### config.mk
export PLATFORM = sky130hd
export DESIGN_NAME = ps2_key_rx
export DESIGN_NICKNAME = d
export VERILOG_FILES = /design/src/rtl/ps2_pkg.sv /design/src/rtl/ps2_line_filter.sv /design/src/rtl/ps2_key_rx.sv
export SDC_FILE = /design/constraint.sdc
export NUM_CORES = 1
export LEC_CHECK = 0
export CORE_ASPECT_RATIO = 0.8
export CORE_MARGIN = 3
export CORE_UTILIZATION = 35
export CTS_BUF_LIST = sky130_fd_sc_hd__clkbuf_4 sky130_fd_sc_hd__clkbuf_8 sky130_fd_sc_hd__clkbuf_16
export DETAILED_ROUTE_END_ITERATION = 10
export GPL_TIMING_DRIVEN = 0
export MAX_ROUTING_LAYER = met4
export PLACE_DENSITY = 0.61
export REMOVE_ABC_BUFFERS = 1
export SETUP_SLACK_MARGIN = 0.2
export SLEW_MARGIN = 40
export SYNTH_ARGS = -nofsm -noshare
export SYNTH_HDL_FRONTEND = slang
export SYNTH_SLANG_ARGS = --single-unit
### constraint.sdc
create_clock -name clk -period 4.15 [get_ports clk]
set_input_delay 0.83 -clock clk [delete_from_list [all_inputs] [get_ports clk]]
set_output_delay 0.83 -clock clk [all_outputs]
set_load 0.02 [all_outputs]
### src/rtl/ps2_pkg.sv
// Shared constants and types for the PS/2 keyboard receiver.
package ps2_pkg;

    // Scancode prefixes folded into the following key event
    localparam logic [7:0] PS2_EXT   = 8'hE0;
    localparam logic [7:0] PS2_BREAK = 8'hF0;

    // Frame receiver states (fixed encoding kept for legacy netlists)
    typedef logic [1:0] ps2_state_t;
    localparam ps2_state_t IDLE   = 2'd0;
    localparam ps2_state_t DATA   = 2'd1;
    localparam ps2_state_t PARITY = 2'd2;
    localparam ps2_state_t STOP   = 2'd3;

    // One decoded key event; 'rel' is the break flag ('release' is a keyword)
    typedef struct packed {
        logic [7:0] code;
        logic       ext;
        logic       rel;
    } key_event_t;

endpackage

### src/rtl/ps2_line_filter.sv
// Two-flop synchroniser, FILTER_LEN-sample hysteresis filter and
// falling-edge strobe for the raw PS/2 clock line.
module ps2_line_filter #(
    parameter int FILTER_LEN = 8
) (
    input  logic clk,
    input  logic n_reset,
    input  logic pin,
    output logic fall
);

    logic [1:0]            sync;
    logic [FILTER_LEN-1:0] hist;
    logic                  filt;
    logic                  filt_d;

    // Bring the asynchronous pin into the clock domain
    always_ff @(posedge clk or negedge n_reset) begin
        if (!n_reset) sync <= '1;
        else          sync <= {sync[0], pin};
    end

    // Keep the last FILTER_LEN synchronised samples
    always_ff @(posedge clk or negedge n_reset) begin
        if (!n_reset) hist <= '1;
        else          hist <= {hist[FILTER_LEN-2:0], sync[1]};
    end

    // Filtered level only moves on a unanimous window, otherwise holds
    always_ff @(posedge clk or negedge n_reset) begin
        if (!n_reset) begin
            filt   <= 1'b1;
            filt_d <= 1'b1;
        end else begin
            if (hist == '0)      filt <= 1'b0;
            else if (hist == '1) filt <= 1'b1;
            filt_d <= filt;
        end
    end

    assign fall = filt_d & ~filt;

endmodule

### src/rtl/ps2_key_rx.sv
// PS/2 keyboard front end: deserialises device-to-host frames and folds
// E0/F0 prefixes into single key events.
// Optional macro PS2_RX_FIFO_EN adds a 4-entry event FIFO with valid/ready.
module ps2_key_rx
    import ps2_pkg::*;
#(
    parameter int CLK_MHZ    = 25,
    parameter int FILTER_LEN = 8,
    parameter int TIMEOUT_US = 200
) (
    input  logic       clk,
    input  logic       n_reset,
    input  logic       ps2clk,
    input  logic       ps2data,
    output logic       key_valid,
    input  logic       key_ready,
    output logic [7:0] key_code,
    output logic       key_ext,
    output logic       key_release,
    output logic       rx_err
);

    localparam logic [12:0] TO_LIM = 13'(CLK_MHZ * TIMEOUT_US);

    logic        clk_fall;
    logic [1:0]  data_sync;
    logic        data_s;
    ps2_state_t  state;
    logic [2:0]  bit_cnt;
    logic [7:0]  shreg;
    logic        par_bit;
    logic [12:0] tcount;
    logic        ext_flag;
    logic        rel_flag;

    logic        frame_done;
    logic        frame_ok;
    logic        frame_bad;
    logic        timeout;
    logic        ev_push;
    logic        push_drop;
    key_event_t  ev_new;

    ps2_line_filter #(
        .FILTER_LEN(FILTER_LEN)
    ) u_clk_filter (
        .clk    (clk),
        .n_reset(n_reset),
        .pin    (ps2clk),
        .fall   (clk_fall)
    );

    // Data pin only needs synchronising; it is stable around clock edges
    always_ff @(posedge clk or negedge n_reset) begin
        if (!n_reset) data_sync <= '1;
        else          data_sync <= {data_sync[0], ps2data};
    end

    assign data_s = data_sync[1];

    // Frame completion, checking and event formation
    always_comb begin
        frame_done = clk_fall && (state == STOP);
        frame_ok   = frame_done && (^{shreg, par_bit}) && data_s;
        frame_bad  = frame_done && !((^{shreg, par_bit}) && data_s);
        // A falling edge in the same cycle beats the timeout
        timeout    = !clk_fall && (state != IDLE) && (tcount >= TO_LIM);
        ev_push    = frame_ok && (shreg != PS2_EXT) && (shreg != PS2_BREAK);
        ev_new     = '{code: shreg, ext: ext_flag, rel: rel_flag};
    end

    // Frame FSM and inter-edge timeout counter
    always_ff @(posedge clk or negedge n_reset) begin
        if (!n_reset) begin
            state   <= IDLE;
            bit_cnt <= '0;
            shreg   <= '0;
            par_bit <= 1'b0;
            tcount  <= '0;
        end else if (timeout) begin
            state  <= IDLE;
            tcount <= '0;
        end else if (clk_fall) begin
            tcount <= '0;
            case (state)
                IDLE: begin
                    if (!data_s) begin
                        state   <= DATA;
                        bit_cnt <= '0;
                    end
                end
                DATA: begin
                    shreg   <= {data_s, shreg[7:1]};
                    bit_cnt <= bit_cnt + 3'd1;
                    if (bit_cnt == 3'd7) state <= PARITY;
                end
                PARITY: begin
                    par_bit <= data_s;
                    state   <= STOP;
                end
                default: state <= IDLE;
            endcase
        end else if (state != IDLE && tcount != '1) begin
            tcount <= tcount + 13'd1;
        end
    end

    // Prefix flags: set by E0/F0, cleared by any event or error
    always_ff @(posedge clk or negedge n_reset) begin
        if (!n_reset) begin
            ext_flag <= 1'b0;
            rel_flag <= 1'b0;
        end else if (timeout || frame_bad) begin
            ext_flag <= 1'b0;
            rel_flag <= 1'b0;
        end else if (frame_ok) begin
            if (shreg == PS2_EXT) begin
                ext_flag <= 1'b1;
            end else if (shreg == PS2_BREAK) begin
                rel_flag <= 1'b1;
            end else begin
                ext_flag <= 1'b0;
                rel_flag <= 1'b0;
            end
        end
    end

    // Error pulse for parity/stop failures, timeouts and FIFO overflow
    always_ff @(posedge clk or negedge n_reset) begin
        if (!n_reset) rx_err <= 1'b0;
        else          rx_err <= timeout || frame_bad || push_drop;
    end

`ifdef PS2_RX_FIFO_EN
    key_event_t mem [4];
    logic [1:0] wr_ptr;
    logic [1:0] rd_ptr;
    logic [2:0] count;
    logic       pop;
    logic       push_ok;

    assign pop       = (count != 3'd0) && key_ready;
    // A pop in the same cycle frees a slot, so a full FIFO still accepts
    assign push_ok   = ev_push && ((count != 3'd4) || pop);
    assign push_drop = ev_push && !push_ok;

    // Event FIFO storage and pointers
    always_ff @(posedge clk or negedge n_reset) begin
        if (!n_reset) begin
            for (int unsigned i = 0; i < 4; i++) mem[i] <= '0;
            wr_ptr <= '0;
            rd_ptr <= '0;
            count  <= '0;
        end else begin
            if (push_ok) begin
                mem[wr_ptr] <= ev_new;
                wr_ptr      <= wr_ptr + 2'd1;
            end
            if (pop) rd_ptr <= rd_ptr + 2'd1;
            case ({push_ok, pop})
                2'b10:   count <= count + 3'd1;
                2'b01:   count <= count - 3'd1;
                default: count <= count;
            endcase
        end
    end

    // Outputs present the FIFO head
    always_comb begin
        key_valid   = (count != 3'd0);
        key_code    = mem[rd_ptr].code;
        key_ext     = mem[rd_ptr].ext;
        key_release = mem[rd_ptr].rel;
    end
`else
    logic unused_ready;
    assign unused_ready = key_ready;
    assign push_drop    = 1'b0;

    // One-cycle valid pulse; event fields hold until the next event
    always_ff @(posedge clk or negedge n_reset) begin
        if (!n_reset) begin
            key_valid   <= 1'b0;
            key_code    <= '0;
            key_ext     <= 1'b0;
            key_release <= 1'b0;
        end else begin
            key_valid <= ev_push;
            if (ev_push) begin
                key_code    <= ev_new.code;
                key_ext     <= ev_new.ext;
                key_release <= ev_new.rel;
            end
        end
    end
`endif

endmodule

==> flow_summary.ini, run 1 <==
; synthesis and place-and-route metrics
[cells_and_area]
fillers = 637
final_layout_size_suffix_gt1_frac = 0.183
fin_cells = 314
logic_area_mm2 = 0.00103

[routing]
viasPerCell = 4.96
dr.pass1.iters = 4
drc = 0

[final_timing]
relSlewSlack = 0.521
setup-tns-final_ps = 0
period_used_share = 0.556

[cts]
ctsResizeCount = 0
clock_latency_ps = 320
cts_tree = built
clock-sinks = 55

[global_route]
grt_pass1_wl_um = 7290

[floorplanning]
ioPinCount = 17
die_w_um = 100
core_mm2 = 0.00664

[pwr]
power.density_mw_per_mm2 = 402
total_leakage_power_nw = 1.33

[yosys]
yosys_area_mm2 = 0.00249
flop_cell = dfrtp_1
top_area_frac = 0.412
yosys_warnings = 0
yosys.area.top_type = dfrtp_1
syn_area_mm2 = 0.00249

[setup_path]
regToRegStartpoint = u_clk_filter.filt_d
start_kind = register
crit_arrival_ps = 2520
crit_type = reg -> reg
r2r_slack_ps = 1840
worstSetupStartpoint = u_clk_filter.filt_d

[place]
place_inst = 306

[outcome]
status = finished clean

[flow_run]
maxCapViolCount = 0
## run 1: cell type report
cell class	count	area share
flip-flops and latches	55	0.493
multi-input cells	140	0.363
repair buffers	16	0.0593
well taps	84	0.0372
clock buffers	5	0.0243
inverters	11	0.0146
clock inverters	3	0.00797
## run 1: power by group
part	leakage, nW	internal, mW	switching (mW)
clock network	0.0489	0.123	0.185
registers	0.704	0.588	0.0509
logic	0.575	0.0826	0.106
total	1.33	0.793	0.342
## run 1: cells in the final DEF, fill, tap and decap left out, types with 3 or more instances in the layout
cell type | Yosys | routed
a21oi_1 | 3 | 3
a22o_1 | 3 | 3
a41oi_1 | 3 | 3
and3_1 | 7 | 7
clkbuf_8 | 0 | 5
clkdlybuf4s50_1 | 0 | 14
dfrtp_1 | 41 | 41
dfstp_2 | 14 | 14
ha_1 | 8 | 8
inv_1 | 11 | 11
mux2_2 | 7 | 7
mux2_4 | 7 | 7
nand2_1 | 21 | 21
nand3_1 | 4 | 4
nand4_1 | 3 | 3
nand4b_1 | 3 | 3
nor2_1 | 19 | 19
nor3_1 | 4 | 4
nor4_1 | 3 | 3
o21ai_0 | 8 | 8
xnor2_1 | 8 | 8
xor2_1 | 8 | 8
## run 1: stage by stage
| stage | setup WS (ps) | hold WS, ps | total power [mW] | utilization | area [um2] |
|---|---|---|---|---|---|
| after floorplan | 2160 | 345 | 0.786 | - | 2460 |
| after global placement | 567 | 347 | 0.833 | 0.410 | 2720 |
| after detailed placement | 1860 | 347 | 0.841 | 0.412 | 2740 |
| after CTS | 1840 | 335 | 1.15 | 0.426 | 2830 |
| after global routing | 1540 | 332 | 1.22 | 0.426 | 2830 |
| final | 1840 | 337 | 1.14 | 0.426 | 2830 |
## run 1: worst max-delay path: stages, from the launching register on
cell and delay (ps):
dfstp_2 540, nor2b_1 410, nand2_1 230, nor2_1 260, nand3b_2 350, mux2_4 390
## run 1: flip-flops by register name, summed over array words and instances (netlist names)
signal               cells
tcount                  13
key_code                 8
shreg                    8
u_clk_filter.hist        8
bit_cnt                  3
data_sync                2
state                    2
u_clk_filter.sync        2
ext_flag                 1
key_ext                  1
key_release              1
key_valid                1
par_bit                  1
rel_flag                 1
rx_err                   1
u_clk_filter.filt        1
u_clk_filter.filt_d      1
## run 1: per-layer routing
layer,vias to the layer above,wire length [um],share of wire,global-route usage
li1,776,-,-,-
met1,756,2170,0.52,0.164
met2,19,1760,0.42,0.163
met3,7,118,0.029,0.0280
met4,0,93,0.022,0.0565
met5,-,0,0,-
## run 1: cell families (layout without fill, tap and decap cells)
group,after synthesis,in the layout,synth area share
AOI/OAI and AO/OA,28,28,0.0815
xor gates and xnor gates,18,18,0.0719
adders and majority gates,8,8,0.0402
buffers and inverters,16,35,0.0271
DFF,55,55,0.560
muxes,14,14,0.0739
and+or+nand+nor,72,72,0.145
**Run 1: wiring by layer**

Drawn at 6 px/um. Only two layers are drawn.
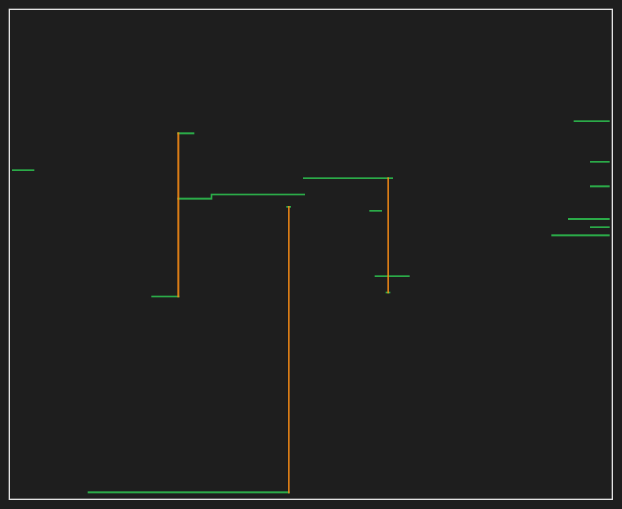
Key: met3 = green [wire length 118 um]; met4 = orange [wire length 93.8 um]
WL/cell: 13.2 um
Post-Route WL: 4140 um
Total GRT Usage: 0.118

**Run 1: clock nets**

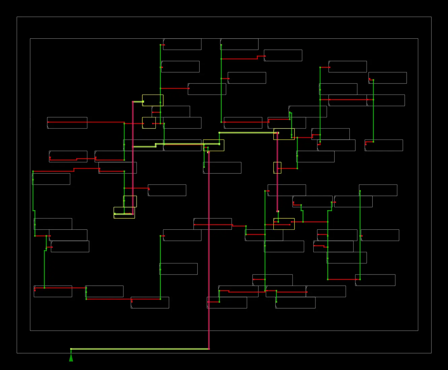
CTS buffer count: 5
power in the clock group: 308 uW

**Run 1: met2 routing**

Drawn at 4 px/um.
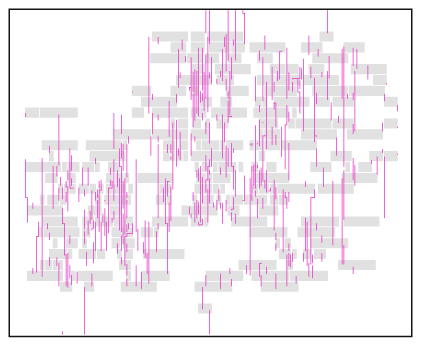
The layer carries 1760 um of wire. 191 nets have wire on it. The longest straight run is 29.9 um. The layer holds 42% of the routed length.

**Run 1: a small window of the routed layout**

Window x 65 to 85, y 51 to 71 um. Cells in grey, sequential cells in the stronger grey; small squares are vias.
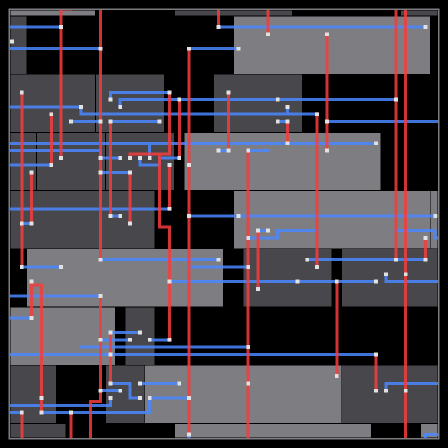

## Run 2: what changed since run 1
--- a/config.mk
+++ b/config.mk
@@ -12,7 +12,7 @@
 export DETAILED_ROUTE_END_ITERATION = 10
 export GPL_TIMING_DRIVEN = 0
 export MAX_ROUTING_LAYER = met4
-export PLACE_DENSITY = 0.61
+export PLACE_DENSITY = 0.63
 export REMOVE_ABC_BUFFERS = 1
 export SETUP_SLACK_MARGIN = 0.2
 export SLEW_MARGIN = 40
==> constraint.sdc (replaced) <==
create_clock -name clk -period 2.1 [get_ports clk]
set_input_delay 0.42 -clock clk [delete_from_list [all_inputs] [get_ports clk]]
set_output_delay 0.42 -clock clk [all_outputs]
set_load 0.02 [all_outputs]
**Run 2: a small window of the routed layout**

Window x 65 to 85, y 51 to 71 um. Cells in grey, sequential cells in the stronger grey; small squares are vias.
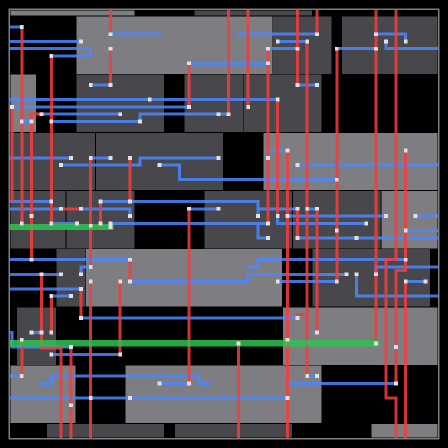
Key: met3 = green; met1 = blue; met2 = red
Most frequent: dfrtp_1 (5), mux2_2 (3). 18 logic cells have their middle in the window. Sequential cells in the window: 5. Netlist names of flops here include shreg (4), key_code (1).

==> flow_summary.ini, run 2 <==
; synthesis and place-and-route metrics
[setup_path]
start_kind = register
path_cells = xnor2_1 > xnor3_2 > xnor2_4 > buf_4 > nand3b_4 > mux2_4
crit_family = XOR/XNOR gates
regToRegStartpoint = shreg[3]
crit_arrival_ps = 2170
crit_path_top_delay_cell = xnor3_2
cp.depth = 6
cpPeakStageDelay_ps = 500
worstSetupStartpoint = shreg[3]

[routing]
wl_met1_um = 2290
met2_length_um = 2000
met3RoutedLength_um = 158
dr.pass1.iters = 4
maxUsedRoutingLayer = met4
wire_per_inst_um = 14.1

[cells_and_area]
final_layout_size_suffix_gt1_frac = 0.242
regMostFlops = tcount
largest_reg_flops = 13
final_cell_mix = dfrtp_1 (41), nand2_1 (21), nor2_1 (18), dfstp_2 (14), clkdlybuf4s50_1 (14)

[cts]
cts_tree = built
numCtsBuffers = 5
clock_latency_ps = 310
clock-sinks = 55

[final_timing]
setup-tns-final_ps = 0
relSlewSlack = 0.699

[floorplanning]
core_mm2 = 0.00664
die_w_um = 100
ioPinCount = 17

[pwr]
power.density_mw_per_mm2 = 763
finalPower_mw = 2.27

[yosys]
flop_cell = dfrtp_1
top_area_frac = 0.412
yosys_area_mm2 = 0.00249

[place]
place_ws_ps = -281

[flow_run]
maxCapViolCount = 0

[global_route]
grt_pass1_wl_um = 7970
grt_usage = 0.126

[outcome]
status = finished clean
run 2: where the power goes:
group | internal, mW | switching, mW | total (mW)
registers | 1.16 | 0.106 | 1.27
clock network | 0.233 | 0.341 | 0.574
logic | 0.188 | 0.236 | 0.424
run 2: cells by family after synthesis:
group,Yosys count,synth area share
mux,14,0.0739
flops,55,0.560
compound gates,28,0.0815
fa+ha+maj,8,0.0402
simple gates,72,0.145
xor+xnor,18,0.0719
buf+inv,16,0.0271
run 2: metal layers:
metal | vias up | GRT usage
li1 | 783 | -
met1 | 823 | 0.179
met2 | 25 | 0.183
met3 | 7 | 0.0255
met4 | 0 | 0.0404
met5 | - | -
run 2: final cells by class:
type / count / area, um2
Clock inverter: 3 / 20.0
Timing Repair Buffer: 21 / 205
Tap cell: 84 / 105
Fill cell: 638 / 3670
Multi-Input combinational cell: 141 / 1130
Inverter: 11 / 41.3
Clock buffer: 5 / 68.8
Sequential cell: 55 / 1390
run 2: how the worst min path moves through the flow:
stage,endpoint
floorplan,bit_cnt[0]
detailed placement,tcount[1]
finish,tcount[1]
global route,shreg[2]
CTS,shreg[2]
global placement,data_sync[1]
run 2: timing repair:
item / 4_1_cts / 5_1_grt
hold endpoints to repair: 0 / 0
pin swaps: 2 / 1
setup endpoints to repair: 25 / 23
resized: 5 / 12
setup buffers: 3 / 2
cloned: 1 / 0
run 2: stage by stage:
stage,util,hold slack (ps),area (um2),cells
2_1_floorplan,-,124,2460,206
3_3_place_gp,0.410,347,2720,305
3_5_place_dp,0.412,347,2740,306
4_1_cts,0.435,8.23,2890,318
5_1_grt,0.447,16.4,2970,320
6_report,0.447,3.17,2970,320
Power figures rest on the tool's default switching activity, not on a simulated workload.
